===== config.mk =====
export PLATFORM = sky130hd
export DESIGN_NAME = arm_sync_reg_file
export DESIGN_NICKNAME = d
export VERILOG_FILES = /design/src/rtl/arm_sync_reg_file.sv
export SDC_FILE = /design/constraint.sdc
export NUM_CORES = 1
export LEC_CHECK = 0
export ABC_AREA = 1
export CAP_MARGIN = 15
export CORE_ASPECT_RATIO = 1.2
export CORE_MARGIN = 5
export CORE_UTILIZATION = 45
export CTS_BUF_LIST = sky130_fd_sc_hd__clkbuf_8
export CTS_CLUSTER_SIZE = 30
export DETAILED_ROUTE_END_ITERATION = 10
export PLACE_DENSITY = 0.72
export SLEW_MARGIN = 40
export SYNTH_ARGS = -nofsm -noshare
export SYNTH_HDL_FRONTEND = slang
export SYNTH_SLANG_ARGS = --single-unit

===== constraint.sdc =====
create_clock -name clk -period 3.6 [get_ports clk]
set_clock_uncertainty 0.1 [all_clocks]
set_input_delay 0.54 -clock clk [delete_from_list [all_inputs] [get_ports clk]]
set_output_delay 0.54 -clock clk [all_outputs]
set_load 0.05 [all_outputs]

===== src/rtl/arm_sync_reg_file.sv =====
// Synchronous ARM CS5 register file: strobe synchronisers, byte-masked write commit on
// write-strobe trailing edge, registered reads, ID/CTRL/IRQ/CYCLES registers and scratch space.
module arm_sync_reg_file #(
  parameter int unsigned NUM_REGS = 16,
  parameter int unsigned ADDR_W   = 24,
  parameter int unsigned IRQ_W    = 8,
  parameter logic [31:0] ID_VALUE = 32'h4543_0453
) (
  input  logic              clk,
  input  logic              rst_n,
  input  logic [ADDR_W-1:0] address,
  input  logic [31:0]       data_in,
  input  logic [3:0]        be,
  input  logic              as,
  input  logic              ws_n,
  input  logic              rs_n,
  input  logic [IRQ_W-1:0]  irq_in,
  output logic [31:0]       data_out,
  output logic              rd_active,
  output logic              irq,
  output logic [7:0]        led_out
);

  localparam int unsigned IDX_W    = $clog2(NUM_REGS);
  localparam int unsigned DATA_W   = 32;
  localparam int unsigned SYNC_W   = 3;
  localparam int unsigned FIRST_SC = 5;

  localparam logic [IDX_W-1:0]  IDX_ID     = IDX_W'(0);
  localparam logic [IDX_W-1:0]  IDX_CTRL   = IDX_W'(1);
  localparam logic [IDX_W-1:0]  IDX_STAT   = IDX_W'(2);
  localparam logic [IDX_W-1:0]  IDX_MASK   = IDX_W'(3);
  localparam logic [IDX_W-1:0]  IDX_CYCLES = IDX_W'(4);
  localparam logic [ADDR_W-1:0] ADDR_LIMIT = ADDR_W'(NUM_REGS * 4);

  // Synchroniser chains; index 0 is s1
  logic [SYNC_W-1:0] ws_sync;
  logic [SYNC_W-1:0] rs_sync;
  logic [1:0]        as_sync;
  logic [IRQ_W-1:0]  irq_s1;
  logic [IRQ_W-1:0]  irq_s2;
  logic [IRQ_W-1:0]  irq_s3;

  // Arming: a strobe must be seen genuinely high after reset before its edges count
  logic              sync_live;
  logic              ws_armed;
  logic              rs_armed;
  logic              wr_open;

  // Write holding registers
  logic [IDX_W-1:0]  wr_idx;
  logic              wr_ok;
  logic [DATA_W-1:0] wr_data;
  logic [3:0]        wr_be;

  // Read address capture
  logic [IDX_W-1:0]  rd_idx;
  logic              rd_ok;

  // Register file state
  logic [DATA_W-1:0] ctrl;
  logic [IRQ_W-1:0]  irq_status;
  logic [IRQ_W-1:0]  irq_mask;
  logic [DATA_W-1:0] cycles;
  logic [DATA_W-1:0] scratch [FIRST_SC:NUM_REGS-1];

  // Combinational decode
  logic              in_range_c;
  logic [IDX_W-1:0]  addr_idx_c;
  logic              commit_c;
  logic              rd_fire_c;
  logic [DATA_W-1:0] wmask_c;
  logic [IRQ_W-1:0]  irq_rise_c;
  logic [IRQ_W-1:0]  irq_clr_c;
  logic [DATA_W-1:0] rd_val_c;

  function automatic logic [DATA_W-1:0] byte_mask(input logic [3:0] ben);
    logic [DATA_W-1:0] m;
    m = '0;
    for (int unsigned b = 0; b < 4; b++) begin
      m[8*b +: 8] = {8{~ben[b]}};
    end
    return m;
  endfunction

  function automatic logic [DATA_W-1:0] merge(input logic [DATA_W-1:0] old_val,
                                              input logic [DATA_W-1:0] new_val,
                                              input logic [DATA_W-1:0] mask);
    return (old_val & ~mask) | (new_val & mask);
  endfunction

  assign in_range_c = (address < ADDR_LIMIT);
  assign addr_idx_c = address[IDX_W+1:2];

  always_comb begin
    wmask_c    = byte_mask(wr_be);
    commit_c   = ws_sync[1] & ~ws_sync[2] & wr_open & wr_ok;
    rd_fire_c  = ~rs_sync[1] & rs_sync[2] & as_sync[1] & rs_armed;
    irq_rise_c = irq_s2 & ~irq_s3;
    irq_clr_c  = '0;
    if (commit_c && (wr_idx == IDX_STAT)) begin
      irq_clr_c = wr_data[IRQ_W-1:0] & wmask_c[IRQ_W-1:0];
    end
  end

  // Read mux over current (pre-write) register contents
  always_comb begin
    rd_val_c = '0;
    if (rd_ok) begin
      case (rd_idx)
        IDX_ID:     rd_val_c = ID_VALUE;
        IDX_CTRL:   rd_val_c = ctrl;
        IDX_STAT:   rd_val_c = DATA_W'(irq_status);
        IDX_MASK:   rd_val_c = DATA_W'(irq_mask);
        IDX_CYCLES: rd_val_c = cycles;
        default: begin
          for (int unsigned i = FIRST_SC; i < NUM_REGS; i++) begin
            if (rd_idx == IDX_W'(i)) rd_val_c = scratch[i];
          end
        end
      endcase
    end
  end

  // Synchronisers and strobe arming
  always_ff @(posedge clk) begin
    if (!rst_n) begin
      ws_sync   <= '1;
      rs_sync   <= '1;
      as_sync   <= '0;
      irq_s1    <= '0;
      irq_s2    <= '0;
      irq_s3    <= '0;
      sync_live <= 1'b0;
      ws_armed  <= 1'b0;
      rs_armed  <= 1'b0;
      wr_open   <= 1'b0;
    end else begin
      ws_sync   <= {ws_sync[1:0], ws_n};
      rs_sync   <= {rs_sync[1:0], rs_n};
      as_sync   <= {as_sync[0], as};
      irq_s1    <= irq_in;
      irq_s2    <= irq_s1;
      irq_s3    <= irq_s2;
      sync_live <= 1'b1;
      ws_armed  <= ws_armed | (sync_live & ws_sync[0]);
      rs_armed  <= rs_armed | (sync_live & rs_sync[0]);
      if (commit_c) begin
        wr_open <= 1'b0;
      end else if (ws_armed && !ws_sync[0]) begin
        wr_open <= 1'b1;
      end
    end
  end

  // Bus capture into holding registers
  always_ff @(posedge clk) begin
    if (!rst_n) begin
      wr_idx  <= '0;
      wr_ok   <= 1'b0;
      wr_data <= '0;
      wr_be   <= '1;
      rd_idx  <= '0;
      rd_ok   <= 1'b0;
    end else begin
      if (!ws_sync[0] && as_sync[0]) begin
        wr_idx  <= addr_idx_c;
        wr_ok   <= in_range_c;
        wr_data <= data_in;
        wr_be   <= be;
      end
      if (!rs_sync[0] && as_sync[0]) begin
        rd_idx <= addr_idx_c;
        rd_ok  <= in_range_c;
      end
    end
  end

  // Register file updates; an irq edge beats a same-cycle W1C clear
  always_ff @(posedge clk) begin
    if (!rst_n) begin
      ctrl       <= '0;
      irq_status <= '0;
      irq_mask   <= '0;
      cycles     <= '0;
      for (int unsigned i = FIRST_SC; i < NUM_REGS; i++) begin
        scratch[i] <= '0;
      end
    end else begin
      cycles     <= cycles + DATA_W'(1);
      irq_status <= (irq_status & ~irq_clr_c) | irq_rise_c;
      if (commit_c && (wr_idx == IDX_CTRL)) begin
        ctrl <= merge(ctrl, wr_data, wmask_c);
      end
      if (commit_c && (wr_idx == IDX_MASK)) begin
        irq_mask <= IRQ_W'(merge(DATA_W'(irq_mask), wr_data, wmask_c));
      end
      for (int unsigned i = FIRST_SC; i < NUM_REGS; i++) begin
        if (commit_c && (wr_idx == IDX_W'(i))) begin
          scratch[i] <= merge(scratch[i], wr_data, wmask_c);
        end
      end
    end
  end

  // Registered outputs
  always_ff @(posedge clk) begin
    if (!rst_n) begin
      data_out  <= '0;
      rd_active <= 1'b0;
      irq       <= 1'b0;
      led_out   <= '0;
    end else begin
      if (rd_fire_c) data_out <= rd_val_c;
      rd_active <= ~rs_sync[0] & as_sync[0];
      irq       <= |(irq_status & irq_mask);
      led_out   <= ctrl[7:0];
    end
  end

endmodule


Figure 1. Signal metal coverage by tile (run 1).
Drawn at 1 px/µm. 23 x 27 tiles, from dark purple (low) to yellow (high), scaled to the fullest tile. Values are wire area over tile area, all layers added.
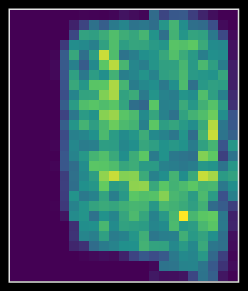
mean over tiles = 0.18
tiles over half the peak = 37%
emptiest ninth of the die = south-west
densest ninth of the die = centre
total routed wirelength: 69200 µm
Total GRT Usage: 21.5%
average wire per standard cell: 18.0 µm
total via count after detailed routing: 21.0k

Figure 2. Placed standard cells (run 1).
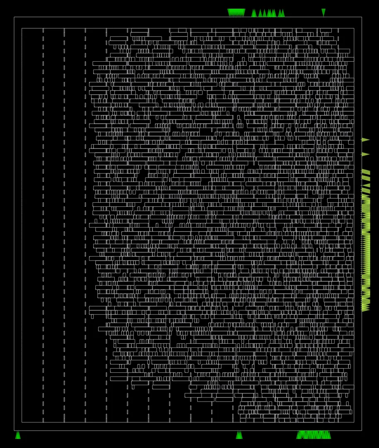
sequential fraction of total cell area: 50.5%
floorplan core area: 0.0562 mm²

==> run summary, run 1 <==
Notes on the physical design

The post-synthesis simple-gate area fraction is a little under 20%. The power spent charging and discharging nets is 2.95 mW. In the post-route analysis, the smallest setup slack over all paths is approximately 0.60 ns. The portion of total power attributed to the clock network is 38.9%. Per the gpl log, the routability congestion estimate is roughly 0.88. The internal power is between 9 and 10 mW. The share of post-route cells with drive strength above 1 is roughly 8%. The global route stage reports its total congestion overflow as 0. The area reported by Yosys stat is 0.0256 mm². The count of mapped cells out of synthesis is approximately 3.0k. For this design, Yosys synthesis ends with a cell count of 3010. The post-cts gate resize count is 0. The share of total power consumed by net switching is 23.5%.

The growth of design area from synthesis to finish is 13.4%. The cell area after placement is 0.0274 mm². The stage delay of the slowest cell on the critical path is around 0.50 ns. The kind of start point of the critical path is a flop. The full die area is 0.0618 mm². On the final layout, the worst hold slack is about 0.24 ns. The share of the synthesized netlist area taken by xor and xnor gates is 0.103%.

The most common flop cell mapped by yosys is edfxtp_1. As reported, the later end of the worst-skew pair has a clock insertion delay of 0.69 ns. The run finished with clean final reports.

The H-tree depth is 3. The post-synth tally of flip-flops with integrated enable is approximately 350. The post-layout period usage of the worst path is 83.2%. Counting endpoints that fail hold in the final report gives 0. The met3 layer wire length in the routed design is between 4000 and 5000 µm. The number of nets in the finished design is 3128. The register clock-pin slew on the reported worst setup and hold paths is 0.07 ns. The fmax is 334 MHz.

Yosys shows that the main logic family after synthesis is simple AND/OR/NAND/NOR gates. The area fraction of the dominant cell type after synthesis is 41.3%. The power report attributes to the sequential group a share of 56.1%. Once iteration 0 of detailed routing completed, the report listed ~2k DRC markers.
Figure 3. Zoomed window (run 1).
Region (99, 121) to (129, 151) µm. Cells in grey, sequential cells in the stronger grey; small squares are vias.
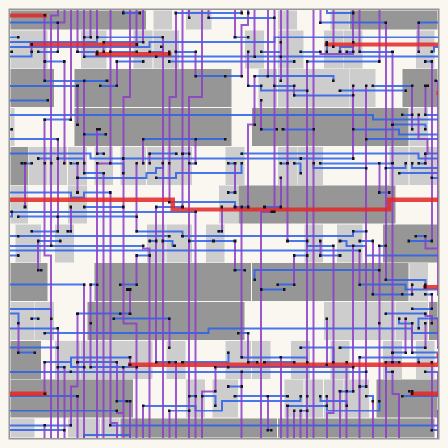
metal 1 -> blue
metal 2 -> purple
metal 3 -> red
cells with their middle in the window = 73
most frequent = nand2_1 (19), a21oi_1 (16)
sequential cells in the window = 12
netlist names of flops here include = `scratch` (12)

Figure 4. Metal layers overlaid (run 1).
Drawn at 1.5 px/µm. Only two layers are drawn.
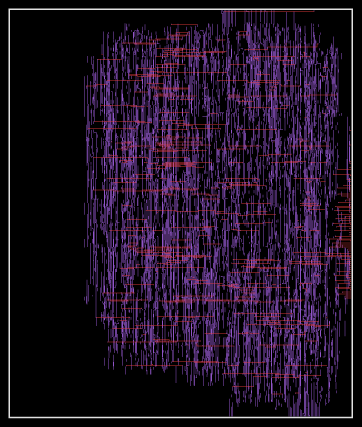
metal 2 -> purple  # wire length 33.0 mm
metal 3 -> red  # wire length 4800 µm

## run 1: critical path: cells and delay by family, from the launching register on
kind,cells,cell delay (ns)
simple gates,10,1.24
buf+inv,2,0.91
flops,1,0.50
compound gates,1,0.06
## run 1: final timing paths
kind | slack (ns) | to | depth (start not counted) | startpoint
worst min-delay path | 0.24 | rd_idx[1] | 3 | rst_n
worst max register to register | 0.60 | data_out[13] | 13 | rd_idx[1]
worst max-delay path | 0.60 | data_out[13] | 13 | rd_idx[1]
worst min register to register | 0.31 | irq_s2[7] | 2 | irq_s1[7]
## run 1: layout make-up
| cell class | instances | area [µm²] | area share [%] |
|---|---|---|---|
| inverters | 263 | 987 | 3.40 |
| clock inverters | 55 | 254 | 0.875 |
| flip-flops and latches | 556 | 14700 | 50.5 |
| repair buffers | 165 | 1570 | 5.40 |
| well taps | 727 | 910 | 3.14 |
| multi-input cells | 1984 | 9310 | 32.1 |
| diodes | 1 | 2.50 | 0.00863 |
| clock buffers | 96 | 1320 | 4.55 |
## run 1: flip-flops by register name, summed over array words and instances, names as in the netlist, 2 cells and up, named ones only
signal	flops
irq_s2	8
wr_data	32
wr_idx	4
data_out	32
rs_sync	3
cycles	32
irq_s1	8
scratch	352
as_sync	2
irq_status	8
irq_s3	8
rd_idx	4
ws_sync	3
led_out	8
wr_be	4
## run 1: synth_stat cells (6+ instances only)
cell / n
nand2_1: 551
a21oi_1: 546
nor2_1: 452
edfxtp_1: 352
inv_1: 256
dfxtp_1: 204
clkbuf_1: 171
o21ai_0: 116
nand3_1: 50
nand4_1: 46
o211ai_1: 36
or2_0: 36
o22ai_1: 33
nor3_1: 27
buf_2: 24
or2_2: 22
buf_1: 8
nor3b_1: 7
nor4_1: 7
or2_1: 7
a32o_1: 6
o32ai_1: 6
## run 1: per-layer routing
metal	global-route usage, %	vias to the layer above
met5	0	-
met4	7.37	0
met3	3.06	114
met2	36.4	788
met1	28.7	9908
li1	-	10200
## run 1: power groups by stage
stage          clock network [mW]  logic, mW  registers [mW]
4_1_cts                      4.98      0.620            7.04
3_3_place_gp                    0      0.610            7.17
5_1_grt                      5.27      0.689            7.06
6_report                     4.88      0.629            7.04
3_5_place_dp                    0      0.617            7.17
2_1_floorplan                   0      0.387            7.15
## run 1: placed cells by master (no fill, tap or decap), types with 3 or more instances in the layout
| cell type | count |
|---|---|
| o31ai_1 | 4 |
| xor2_1 | 3 |
| nor4_1 | 7 |
| nand3_1 | 50 |
| nand4_1 | 46 |
| inv_2 | 7 |
| nand2_1 | 551 |
| a31oi_1 | 3 |
| nor2_2 | 39 |
| or2_0 | 36 |
| nor3b_1 | 7 |
| nor3_2 | 3 |
| clkinv_2 | 4 |
| o32ai_1 | 6 |
| or2_2 | 22 |
| o22ai_1 | 33 |
| o21ai_0 | 107 |
| inv_1 | 291 |
| or2_1 | 7 |
| o21ai_1 | 3 |
| buf_4 | 50 |
| clkbuf_8 | 96 |
| o21a_1 | 3 |
| nor2_1 | 418 |
| clkdlybuf4s50_1 | 111 |
| o211ai_1 | 36 |
| a32o_1 | 6 |
| a21oi_1 | 546 |
| nor3_1 | 27 |
| edfxtp_1 | 352 |
| o21ai_4 | 8 |
| clkinv_1 | 10 |
| dfxtp_1 | 200 |
Figure 5. Selected gate families (run 1).
Drawn at 1.5 px/µm.
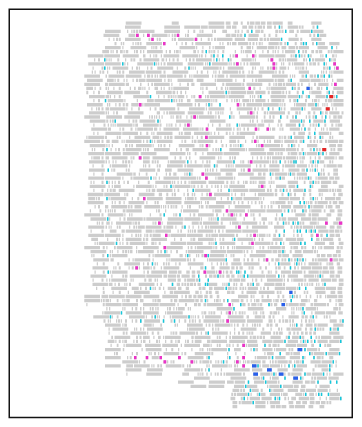

==> inputs of run 2 (changes only) <==
Clock period 3.6 ns to 2.66 ns, I/O delays scaled along.
Figure 6. Selected gate families (run 2).
Drawn at 1.5 px/µm.
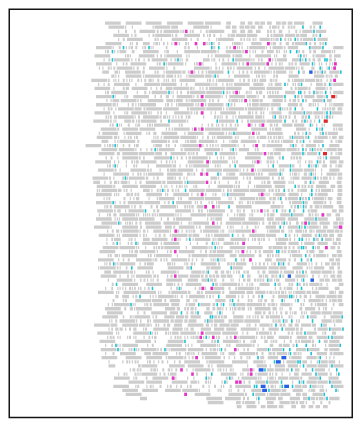
AND and OR gates -> magenta  # cells 68
XOR/XNOR gates -> red  # cells 3
inverters -> cyan  # cells 263
AND-OR and OR-AND gates -> blue  # cells 9, where south-east
Final Instance Count excl. Fillers: 3877
most frequent logic cell in the layout: nand2_1
share of cell area taken by multi-input logic gates: 31.5%

Figure 7. Placed standard cells (run 2).
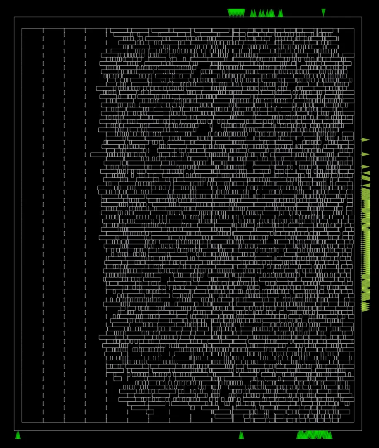
sequential fraction of total cell area: 49.8%
number of core rows: 95
tapcell count: 727
FILL cells: 5241

==> run summary, run 2 <==
Notes on the physical design

Result of the run: finished clean (unchanged). The most common flop cell mapped by yosys is edfxtp_1 (unchanged). The count of mapped cells out of synthesis is 3010 (unchanged). The power spent charging and discharging nets is 4.00 mW (was 2.95 mW).

The worst reg-to-reg setup slack is 0.20 ns (was 0.60 ns). The slack of the critical path is 0.199 ns (was 0.603 ns). The most frequent cell after synthesis is nand2_1 (unchanged). The total routed wirelength came to 68500 µm (was 69200 µm).

The area fraction of the dominant cell type after synthesis was 41.3% (unchanged). The share of post-route cells with drive strength above 1 came to 8.51% (was 7.95%). The global-route congestion overflow total was 0 (unchanged). The floorplan core area came to 0.0562 mm² (unchanged). The initial detailed-routing violation count came to 1857 (was 1947). The routing usage on met1 is 28.3% (was 28.7%). The startpoint of the worst hold path is rst_n (unchanged). The growth of design area from synthesis to finish is 15.0% (was 13.4%). The internal power was 13.0 mW (was 9.60 mW). The fmax is 406 MHz (was 334 MHz). The portion of total power attributed to the clock network is 38.7% (was 38.9%). The register with the most flip-flops is scratch (unchanged). The critical path buffer and inverter count is 4 (was 2). The power share of the sequential group was 56.1% (about the same).

The post-synth tally of flip-flops with integrated enable is 352 (unchanged).
Figure 8. Metal layers overlaid (run 2).
Drawn at 1.5 px/µm. Only two layers are drawn.
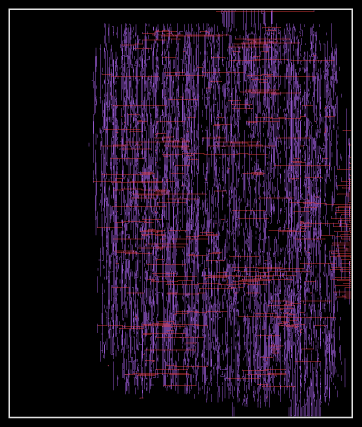
metal 3 -> red  # wire length 4520 µm
metal 2 -> purple  # wire length 32.7 mm
average wire per standard cell: 17.7 µm
total via count after detailed routing: 21.0k
Total GRT Usage: 21.3%

run 2: path summary, 6_finish.rpt:
path                endpoint  cells past startpoint
max reg2reg  scratch[0][250]                      7
min                rd_idx[2]                      3
min reg2reg        irq_s2[0]                      2
max          scratch[0][250]                      7
run 2: cell families after synthesis:
group / after synthesis / share of synthesized area [%]
buffers and inverters: 470 / 7.07
XOR/XNOR: 3 / 0.103
AND-OR/OR-AND: 760 / 15.7
AND/OR/NAND/NOR: 1220 / 19.8
adder cells (fa/ha/maj): 1 / 0.0489
flip-flops: 556 / 57.3
run 2: worst reg2reg max path, stage by stage, from the launching register on:
cell and delay [ns]:
dfxtp_1 0.31, inv_1 0.05, nor3_1 0.50, inv_1 0.20, nor3_2 0.26, inv_1 0.24
o21ai_4 0.20, buf_12 0.25
run 2: per-layer routing:
layer	part of all wire [%]	up-vias
met4	2.9	0
li1	-	10300
met5	0	-
met3	6.6	141
met2	48	732
met1	43	9917
run 2: final cells by class:
| type | count | area, µm² | area share, % |
|---|---|---|---|
| Sequential cell | 556 | 14700 | 49.8 |
| Tap cell | 727 | 910 | 3.09 |
| Clock inverter | 52 | 221 | 0.753 |
| Clock buffer | 95 | 1310 | 4.44 |
| Multi-Input combinational cell | 1984 | 9280 | 31.5 |
| Antenna cell | 1 | 2.50 | 0.00851 |
| Inverter | 263 | 987 | 3.36 |
| Timing Repair Buffer | 199 | 2050 | 6.96 |
run 2: power by group through the flow:
stage          clock [mW]  combinational (mW)  sequential, mW
2_1_floorplan           0               0.526            9.67
3_3_place_gp            0               0.866            9.70
3_5_place_dp            0               0.871            9.71
4_1_cts              6.68               0.875            9.52
5_1_grt              7.08               0.963            9.55
6_report             6.56               0.883            9.53
run 2: through the flow:
step / TNS, ns / util [%] / std cells / area [µm²]
4_1_cts: 0 / 52.2 / 3875 / 29400
5_1_grt: -0.00206 / 52.3 / 3877 / 29400
3_3_place_gp: 0 / 49.5 / 3728 / 27800
2_1_floorplan: -58.69 / - / 3010 / 25600
3_5_place_dp: 0 / 49.5 / 3728 / 27800
6_report: 0 / 52.3 / 3877 / 29400
run 2: repair_timing:
| item | 4_1_cts | 5_1_grt |
|---|---|---|
| setup buffers | 0 | 1 |
| endpoints found under the setup margin | 0 | 14 |
| resized | 0 | 4 |
Figure 9. Signal metal coverage by tile (run 2).
Drawn at 1 px/µm. 23 x 27 tiles, from dark purple (low) to yellow (high), scaled to the fullest tile. Values are wire area over tile area, all layers added.
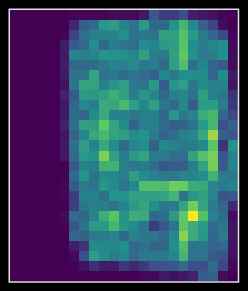

==> inputs of run 3 (changes only) <==
Clock period 2.66 ns to 2.19 ns, I/O delays scaled along.
Figure 10. Signal metal coverage by tile (run 3).
Drawn at 1 px/µm. 23 x 27 tiles, from dark purple (low) to yellow (high), scaled to the fullest tile. Values are wire area over tile area, all layers added.
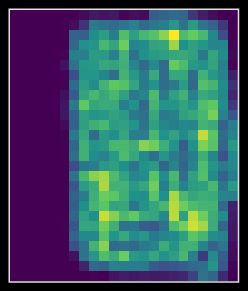
tiles over half the peak = 36%
fullest tile = 0.52
mean over tiles = 0.18
nearly empty tiles = 28%
densest ninth of the die = centre
total routed wirelength: 69400 µm
total via count after detailed routing: 21.3k
average wire per standard cell: 17.7 µm

Figure 11. Metal layers overlaid (run 3).
Drawn at 1.5 px/µm. Only two layers are drawn.
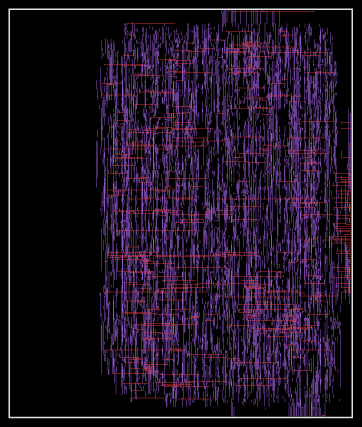
metal 3 -> red  # wire length 4770 µm
metal 2 -> purple  # wire length 33.3 mm
Total GRT Usage: 21.5%

==> run summary, run 3 <==
Notes on the physical design

Result of the run: finished clean (unchanged). The initial detailed-routing violation count is 2215 (was 1857). The post-synthesis simple-gate area fraction is 19.8% (unchanged). The share of the synthesized netlist area taken by xor and xnor gates is 0.103% (unchanged). The final hold violation count is 0 (unchanged). The post-layout period usage of the worst path is 97.2% (was 92.5%). The register clock-pin slew on the reported worst setup and hold paths came to 0.06 ns (about the same). The most common flop cell mapped by yosys is edfxtp_1 (unchanged). The total placed cells including tap cells was 3758 (was 3728). The synthesized-area fraction occupied by adder cells is 0.0489% (unchanged). The footprint of the flip-flops and latches came to 0.0147 mm² (about the same). The post-synth tally of flip-flops with integrated enable is 352 (unchanged). Largest cells by area: edfxtp_1 (41%), dfxtp_1 (16%), a21oi_1 (11%) (unchanged). The number of flip-flops under the largest register name is 352 (unchanged).

The startpoint of the worst hold path is irq_in[1] (was rst_n). The fmax is 470 MHz (was 406 MHz). The number of warnings reported in the yosys synthesis log is 0 (unchanged). The slack of the critical path was 0.0617 ns (was 0.199 ns).

The most frequent cell after synthesis is nand2_1 (unchanged). The global-route congestion overflow total is 0 (unchanged). The biggest combinational cell group after synthesis is simple AND/OR/NAND/NOR gates (unchanged). The yosys cell count came to 3010 (unchanged). The growth of design area from synthesis to finish came to 16.8% (was 15.0%). The logic area is 0.00942 mm² (was 0.00928 mm²). The actual transition at the worst max-transition pin is 0.823 ns (was 0.840 ns).

The floorplan core area is 0.0562 mm² (unchanged). Commonest cells post-synth: nand2_1 (551), a21oi_1 (546), nor2_1 (452) (unchanged). The H-tree depth is 3 (unchanged). The worst-skew pair later-pin latency is 0.66 ns (was 0.67 ns). The portion of netlist area occupied by mux cells is 0% (unchanged). Commonest non-fill, non-tap cells in the layout: a21oi_1 (546), nand2_1 (541), nor2_1 (423), edfxtp_1 (352), inv_1 (287) (was nand2_1 (551), a21oi_1 (546), nor2_1 (432), edfxtp_1 (352), inv_1 (288)). The share of post-route cells with drive strength above 1 is 10.4% (was 8.51%). The register with the most flip-flops is scratch (unchanged).

The cell row count came to 95 (unchanged). The post-synthesis share of cell area spent on and-or and or-and gates is 15.7% (unchanged). The number of nets in the finished design is 3194 (was 3162). The area fraction of the dominant cell type after synthesis came to 41.3% (unchanged). The kind of start point of the critical path is a flop (unchanged). The critical path launch point is rd_idx[3] (was ws_sync[1]).
Figure 12. Selected gate families (run 3).
Drawn at 1.5 px/µm.
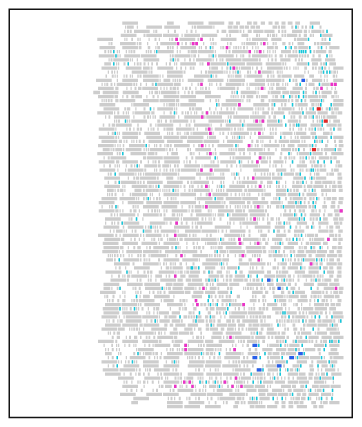
AND and OR gates -> magenta  # cells 68
inverters -> cyan  # cells 263
AND-OR and OR-AND gates -> blue  # cells 9, where south-east
XOR/XNOR gates -> red  # cells 3
share of cell area taken by multi-input logic gates: 31.5%
Final Instance Count excl. Fillers: 3914
most frequent logic cell in the layout: a21oi_1

==> run 3: cell counts after synthesis <==
No cell type changed its count.
==> run 3: final timing paths <==
kind                  end  slack [ns]  cells past startpoint
max          data_out[20]        0.06                     14
max reg2reg  data_out[20]        0.06                     14
min             irq_s1[1]        0.10                      3
min reg2reg     irq_s2[0]        0.31                      2
==> run 3: cell type report <==
class / count / area share (%)
flip-flops and latches: 556 / 49.1
multi-input cells: 1984 / 31.5
repair buffers: 232 / 7.97
clock buffers: 92 / 4.24
inverters: 263 / 3.31
well taps: 727 / 3.04
clock inverters: 59 / 0.837
diodes: 1 / 0.00837
==> run 3: cells by family (layout without fill, tap and decap cells) <==
logic type               after synthesis  count (layout)
AND/OR/NAND/NOR                     1220            1220
AND-OR/OR-AND                        760             760
flip-flops                           556             556
buffers and inverters                470             646
XOR/XNOR                               3               3
adder cells (fa/ha/maj)                1               1
other                                  0               1
==> run 3: stage by stage <==
step / power (mW) / setup TNS, ns / hold slack [ns] / util (%) / instance area (µm²)
after floorplan: 12.4 / -55.37 / 0.256 / - / 25700
after global placement: 12.9 / 0 / 0.295 / 50.1 / 28200
after detailed placement: 12.9 / -0.0273 / 0.298 / 50.1 / 28200
after CTS: 20.7 / 0 / 0.0665 / 52.7 / 29700
after global routing: 21.3 / -0.0271 / 0.0997 / 53.2 / 29900
final: 20.6 / 0 / 0.101 / 53.2 / 29900
==> run 3: critical path, stage by stage, from the launching register on <==
cell and delay (ns):
dfxtp_2 0.36, inv_1 0.14, nand2_4 0.12, nor2_4 0.20, buf_12 0.14, clkbuf_16 0.20, nand2_1 0.06, nand2_1 0.07
nand4_1 0.16, nand2_1 0.13, nand3_1 0.10, nand2_1 0.08, nand2_1 0.05, nand2_1 0.05, a21oi_1 0.05
==> run 3: power by group <==
group	internal, mW	total (mW)	switching (mW)
logic	0.426	1.11	0.682
clock network	3.86	7.90	4.04
registers	11.4	11.6	0.165
==> run 3: repair_timing <==
action	in CTS	in global routing
gates cloned	0	2
pin swaps	0	7
setup endpoints to repair	43	165
setup buffers	0	2
gates resized	43	42
==> run 3: layer usage <==
layer  GRT usage (%)  routed length [µm]  share of wire [%]
met1            29.3               29900                 43
met2            36.1               33300                 48
met3            3.04                4770                6.9
met4            6.29                1490                2.2
met5               0                   0                  0
Power figures rest on the tool's default switching activity, not on a simulated workload.
